$ cat src/rtl/hs_rx_arbiter.sv
// Round-robin arbiter that funnels N four-phase req/ack senders onto one receiver
// handshake channel, with an ack timeout so a dead receiver cannot hang the channel.
module hs_rx_arbiter #(
  parameter int unsigned N      = 4,
  parameter int unsigned DW     = 6,
  parameter int unsigned TO_CYC = 16
) (
  input  logic            clk,
  input  logic            clr,
  input  logic [N-1:0]    req_in,
  input  logic [N*DW-1:0] data_in,
  output logic [N-1:0]    ack_out,
  output logic [N-1:0]    grant,
  output logic            rx_req,
  output logic [DW-1:0]   rx_data,
  input  logic            rx_ack,
  output logic            err,
  output logic            busy,
  output logic [7:0]      xfer_cnt
);

  localparam int unsigned PW = (N > 1) ? $clog2(N) : 1;
  localparam int unsigned CW = (TO_CYC > 1) ? $clog2(TO_CYC) : 1;
  localparam logic [CW-1:0] CntLast = CW'(TO_CYC - 1);
  localparam logic [PW-1:0] PtrLast = PW'(N - 1);
  localparam logic [N-1:0]  OneHot0 = N'(1);

  typedef enum logic [2:0] {StIdle, StReq, StAck, StRel, StErr} state_e;

  state_e         state_q, state_d;
  logic [PW-1:0]  ptr_q, ptr_d;
  logic [PW-1:0]  sel_q, sel_d;
  logic [CW-1:0]  cnt_q, cnt_d;
  logic           abort_q, abort_d;
  logic [N-1:0]   grant_q, grant_d;
  logic [N-1:0]   ack_q, ack_d;
  logic           rx_req_q, rx_req_d;
  logic [DW-1:0]  rx_data_q, rx_data_d;
  logic           err_q, err_d;
  logic           busy_q, busy_d;
  logic [7:0]     xfer_q, xfer_d;

  logic           found;
  logic [PW-1:0]  win;
  logic [PW-1:0]  idx;
  logic [DW-1:0]  win_data;

  // First requester at or after ptr, wrapping around.
  always_comb begin
    found = 1'b0;
    win   = '0;
    idx   = '0;
    for (int unsigned i = 0; i < N; i++) begin
      idx = PW'((32'(ptr_q) + i) % N);
      if (!found && req_in[idx]) begin
        found = 1'b1;
        win   = idx;
      end
    end
  end

  always_comb begin
    win_data = '0;
    for (int unsigned k = 0; k < N; k++) begin
      if (win == PW'(k)) begin
        win_data = data_in[k*DW +: DW];
      end
    end
  end

  always_comb begin
    state_d   = state_q;
    ptr_d     = ptr_q;
    sel_d     = sel_q;
    cnt_d     = cnt_q;
    abort_d   = abort_q;
    grant_d   = grant_q;
    ack_d     = '0;
    rx_req_d  = 1'b0;
    rx_data_d = rx_data_q;
    err_d     = 1'b0;
    xfer_d    = xfer_q;

    unique case (state_q)
      StIdle: begin
        if (found) begin
          state_d   = StReq;
          sel_d     = win;
          grant_d   = OneHot0 << win;
          rx_data_d = win_data;
          cnt_d     = '0;
          abort_d   = 1'b0;
          rx_req_d  = 1'b1;
        end
      end
      StReq: begin
        rx_req_d = 1'b1;
        cnt_d    = cnt_q + 1'b1;
        // An ack arriving in the last allowed cycle still wins over the abort.
        if (rx_ack) begin
          state_d = StAck;
          ack_d   = OneHot0 << sel_q;
        end else if (cnt_q == CntLast) begin
          state_d  = StErr;
          err_d    = 1'b1;
          abort_d  = 1'b1;
          rx_req_d = 1'b0;
        end
      end
      StAck: begin
        if (req_in[sel_q]) begin
          ack_d    = OneHot0 << sel_q;
          rx_req_d = 1'b1;
        end else begin
          state_d = StRel;
        end
      end
      StErr: begin
        state_d = StRel;
      end
      StRel: begin
        if (!rx_ack) begin
          state_d = StIdle;
          grant_d = '0;
          ptr_d   = (sel_q == PtrLast) ? '0 : sel_q + 1'b1;
          if (!abort_q) begin
            xfer_d = xfer_q + 8'd1;
          end
        end
      end
      default: begin
        state_d = StIdle;
        grant_d = '0;
      end
    endcase

    busy_d = (state_d != StIdle);
  end

  always_ff @(posedge clk or negedge clr) begin
    if (!clr) begin
      state_q   <= StIdle;
      ptr_q     <= '0;
      sel_q     <= '0;
      cnt_q     <= '0;
      abort_q   <= 1'b0;
      grant_q   <= '0;
      ack_q     <= '0;
      rx_req_q  <= 1'b0;
      rx_data_q <= '0;
      err_q     <= 1'b0;
      busy_q    <= 1'b0;
      xfer_q    <= '0;
    end else begin
      state_q   <= state_d;
      ptr_q     <= ptr_d;
      sel_q     <= sel_d;
      cnt_q     <= cnt_d;
      abort_q   <= abort_d;
      grant_q   <= grant_d;
      ack_q     <= ack_d;
      rx_req_q  <= rx_req_d;
      rx_data_q <= rx_data_d;
      err_q     <= err_d;
      busy_q    <= busy_d;
      xfer_q    <= xfer_d;
    end
  end

  assign ack_out  = ack_q;
  assign grant    = grant_q;
  assign rx_req   = rx_req_q;
  assign rx_data  = rx_data_q;
  assign err      = err_q;
  assign busy     = busy_q;
  assign xfer_cnt = xfer_q;

endmodule
$ cat config.mk
export PLATFORM = sky130hd
export DESIGN_NAME = hs_rx_arbiter
export DESIGN_NICKNAME = d
export VERILOG_FILES = /design/src/rtl/hs_rx_arbiter.sv
export SDC_FILE = /design/constraint.sdc
export NUM_CORES = 1
export LEC_CHECK = 0
export CAP_MARGIN = 25
export CORE_UTILIZATION = 50
export CTS_CLUSTER_SIZE = 24
export DETAILED_ROUTE_END_ITERATION = 7
export GPL_ROUTABILITY_DRIVEN = 0
export PLACE_DENSITY_LB_ADDON = 0.3
export SYNTH_ARGS = -nofsm -noshare
export SYNTH_HDL_FRONTEND = slang
export SYNTH_SLANG_ARGS = --single-unit
$ cat constraint.sdc
create_clock -name clk -period 2.5 [get_ports clk]
set_clock_uncertainty 0.05 [all_clocks]
set_input_delay 0.5 -clock clk [delete_from_list [all_inputs] [get_ports clk]]
set_output_delay 0.5 -clock clk [all_outputs]
set_load 0.005 [all_outputs]
==> run notes <==
Reports from this run.

- Sorting the Yosys area breakdown by cell type puts at the top sky130_fd_sc_hd__dfrtp_1.
- The worst-case clock buffer depth reads 2.
- The most instantiated flip-flop cell in the synthesis netlist is sky130_fd_sc_hd__dfrtp_1.
- The count of flip-flops with a built-in enable after synthesis reads 0.
- The routed length on met1 reads 1.783 mm.
- The total of endpoints with negative setup slack in the final report is 0.
- The count of fill cells added during filler insertion reads around 260.
- The layout cell share with drive strength beyond 1 is a little under a tenth.
- The total area of sequential cells is 925.9 um2.
- The H-tree level count is 2.
- By area the synthesized netlist is led by sky130_fd_sc_hd__dfrtp_1, sky130_fd_sc_hd__mux2i_1, sky130_fd_sc_hd__ha_1.
- The amount of wire on met3 after detailed routing is 204 um.
- The placeable core area reads 3442 um2.
- The final critical path takes up 86.45% of the cycle.
- Detailed placement ended at an HPWL of 3.070 mm.
- The routed length on met2 is between 2 and 2.5 mm.
- The kind of start point of the critical path reads an input port.
- The data arrival at the endpoint of the critical path is 2.31 ns.
- The flow ran to the end, and the final reports show no timing, DRC or antenna violations.
- The highest routing layer actually used is met4.
- The net count of the finished layout reads between 200 and 300.
- Per the post-synthesis stats, the area per cell is ~11 um2.
- The utilization after layout reads 74.52%.
- The fmax reads roughly 460 MHz.
- The initial antenna violation count came to 0.
- Data on the critical path is required at its endpoint by 2.65 ns.
- The buffer cell driving the clock tree root reads sky130_fd_sc_hd__clkbuf_8.
- The layout-stage area growth over the synthesis result is 39.08%.
- For this run, the chip area from Yosys synthesis comes to 1844 um2.
- The final critical-path required period is ~2.2 ns.
- The via count of the first global-routing pass is 1,575.
- Power comes to 2.626 mW.
- The class of the worst hold path reads reg -> reg.
- The number of antenna cells inserted reads 0.
- Per the repair_timing log after CTS, setup buffers inserted total 0.
- The global route stage reports its total congestion overflow as 0.
- The tally of nets with antenna violations remaining after routing reads 0.
- The critical path start-end classification is in -> reg.
- The most critical hold endpoint after final layout shows a slack of 0.4194 ns.
- After floorplanning, the core was divided into 21 placement rows.
- The die footprint is ~4000 um2.
- The synthesized instance count is 165.
- The ratio of total power to cell area reads 1024 nW/um2.
- The detailed-router iteration count before antenna repair is 4.
- The distinct cell type count of the synthesized netlist is 42.
- The final timing report gives a worst setup slack of 0.3388 ns.
- The global-route wire length before repair is around 6.9 mm.
- The final cell count without fillers is 274.
- The number of warnings reported in the yosys synthesis log reads 0.
- The mean number of vias per cell reads 5.661.
- The post-route cell area reads between 2000 and 3000 um2.
- The CTS clock-pin slew for the worst setup and hold paths reads approximately 0.070 ns.
- The critical path maximum fanout is 6.
- The max capacitance violation total is 0.
- Across all checked pins, the minimum headroom to the slew limit is 69.58%.
- The CTS tree is done.
- The quantity of hold-fixing buffers added after cts reads 0.
- The most popular library cell in the synthesized design by count is sky130_fd_sc_hd__dfrtp_1.
- The detailed router's first-iteration violation count is roughly 110.
- The total negative slack reads 0 ns.
- The share of the core area taken by cells at floorplan is a little over half.
- The number of max-slew violations in the final report reads 0.
- The peak ir drop on the vdd network reads 0.5859 mV.
- The count of instances resized after the clock tree is built is 0.
==> per-layer routing <==
metal / GRT usage, % / vias to the layer above
met5: 0 / -
met4: 10.76 / 0
met3: 5.292 / 10
met2: 38.59 / 63
met1: 27.26 / 755
li1: - / 723
==> final timing paths <==
check | cells after the start | startpoint | endpoint
max | 6 | req_in[1] | rx_data[0]
min reg2reg | 1 | xfer_cnt[7] | xfer_cnt[7]
min | 1 | xfer_cnt[7] | xfer_cnt[7]
min in group asynchronous | 2 | clr | xfer_cnt[4]
max reg2reg | 5 | ptr_q[1] | rx_data[0]
max in group asynchronous | 2 | clr | state_q[1]
==> report_power, final <==
part	switching [mW]	total, mW	internal, mW
clock	0.203	0.452	0.249
sequential	0.197	1.01	0.809
combinational	0.520	1.17	0.647
==> cell type report <==
cell class,count,share of cell area [%]
multi-input combinational,118,33.56
clock buffer,7,3.756
inverter,5,0.7317
timing repair buffer,60,23.41
sequential,37,36.10
clock inverter,1,0.1951
tap,46,2.244
==> critical path, stage by stage <==
cell,delay [ns]
sky130_fd_sc_hd__clkdlybuf4s50_1,0.60
sky130_fd_sc_hd__a21oi_1,0.06
sky130_fd_sc_hd__or3b_2,0.46
sky130_fd_sc_hd__o211ai_1,0.19
sky130_fd_sc_hd__nand2_1,0.24
sky130_fd_sc_hd__o221ai_1,0.26
==> flip-flops by register name, summed over array words and instances (netlist names), 2 cells and up <==
register	flops
cnt_q	4
state_q	3
sel_q	2
xfer_cnt	8
ptr_q	2
ack_out	4
rx_data	6
grant	4
==> logic make-up after synthesis <==
family | share of synthesized area (%)
fa+ha+maj | 4.070
compound gates | 14.18
xor+xnor | 3.324
mux | 9.498
buf+inv | 3.120
simple gates | 15.60
flops | 50.20
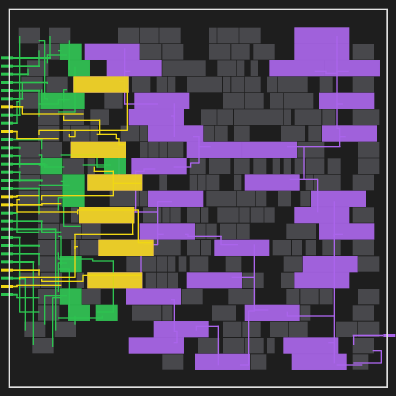
*I/O nets highlighted*
Scale: 6 px per um.
purple -> clr  # bits 1, direction input, end cells 37, buffers 2, wire 243 um
green -> data_in  # bits 24, direction input, end cells 12, buffers 24, wire 341 um
yellow -> rx_data  # bits 6, direction output, end cells 6, buffers 6, wire 192 um
port buffer count: 55
top-level port count: 56

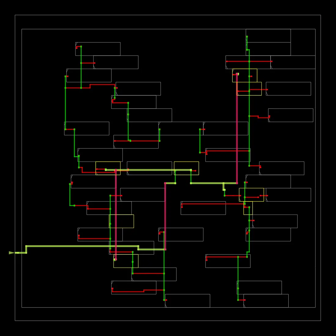
*Clock nets*
clock network power: 0.452 mW
later-pin clock latency in the skew report: 0.29 ns
sequential cell count: 37
total clock buffers created by CTS: 5
number of clock sinks: 37

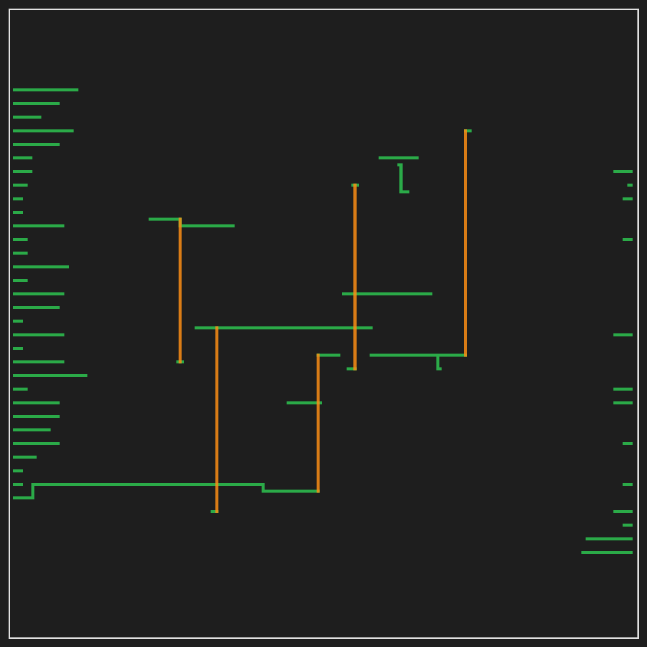
*Signal wires by layer*
Scale: 10 px per um. Only two layers are drawn.
orange -> metal 4  # wire length 87.0 um
green -> metal 3  # wire length 205 um
drt total wl: 4.129 mm
total global routing track utilization: 22.80%
via count: 1,551
WL per Instance: 15.07 um

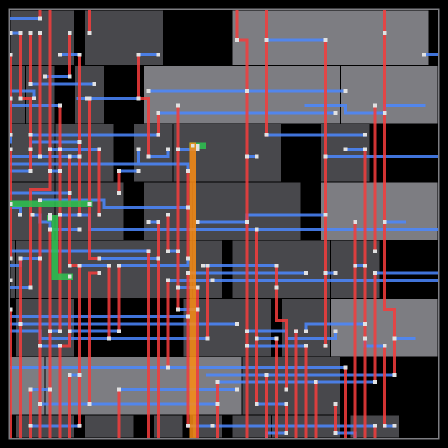
*Close-up of the layout*
Window x 37 to 57, y 37 to 57 um. Cells in gray, sequential cells in the stronger gray; small squares are vias.
orange -> metal 4
blue -> metal 1
red -> metal 2
green -> metal 3
cells with their middle in the window = 26
netlist names of flops here include = ack_out (2), ptr_q (2)
most frequent = dfrtp_1 (5), inv_1 (3), and2_1 (3)
sequential cells in the window = 5

Power and IR drop assume default switching activity.
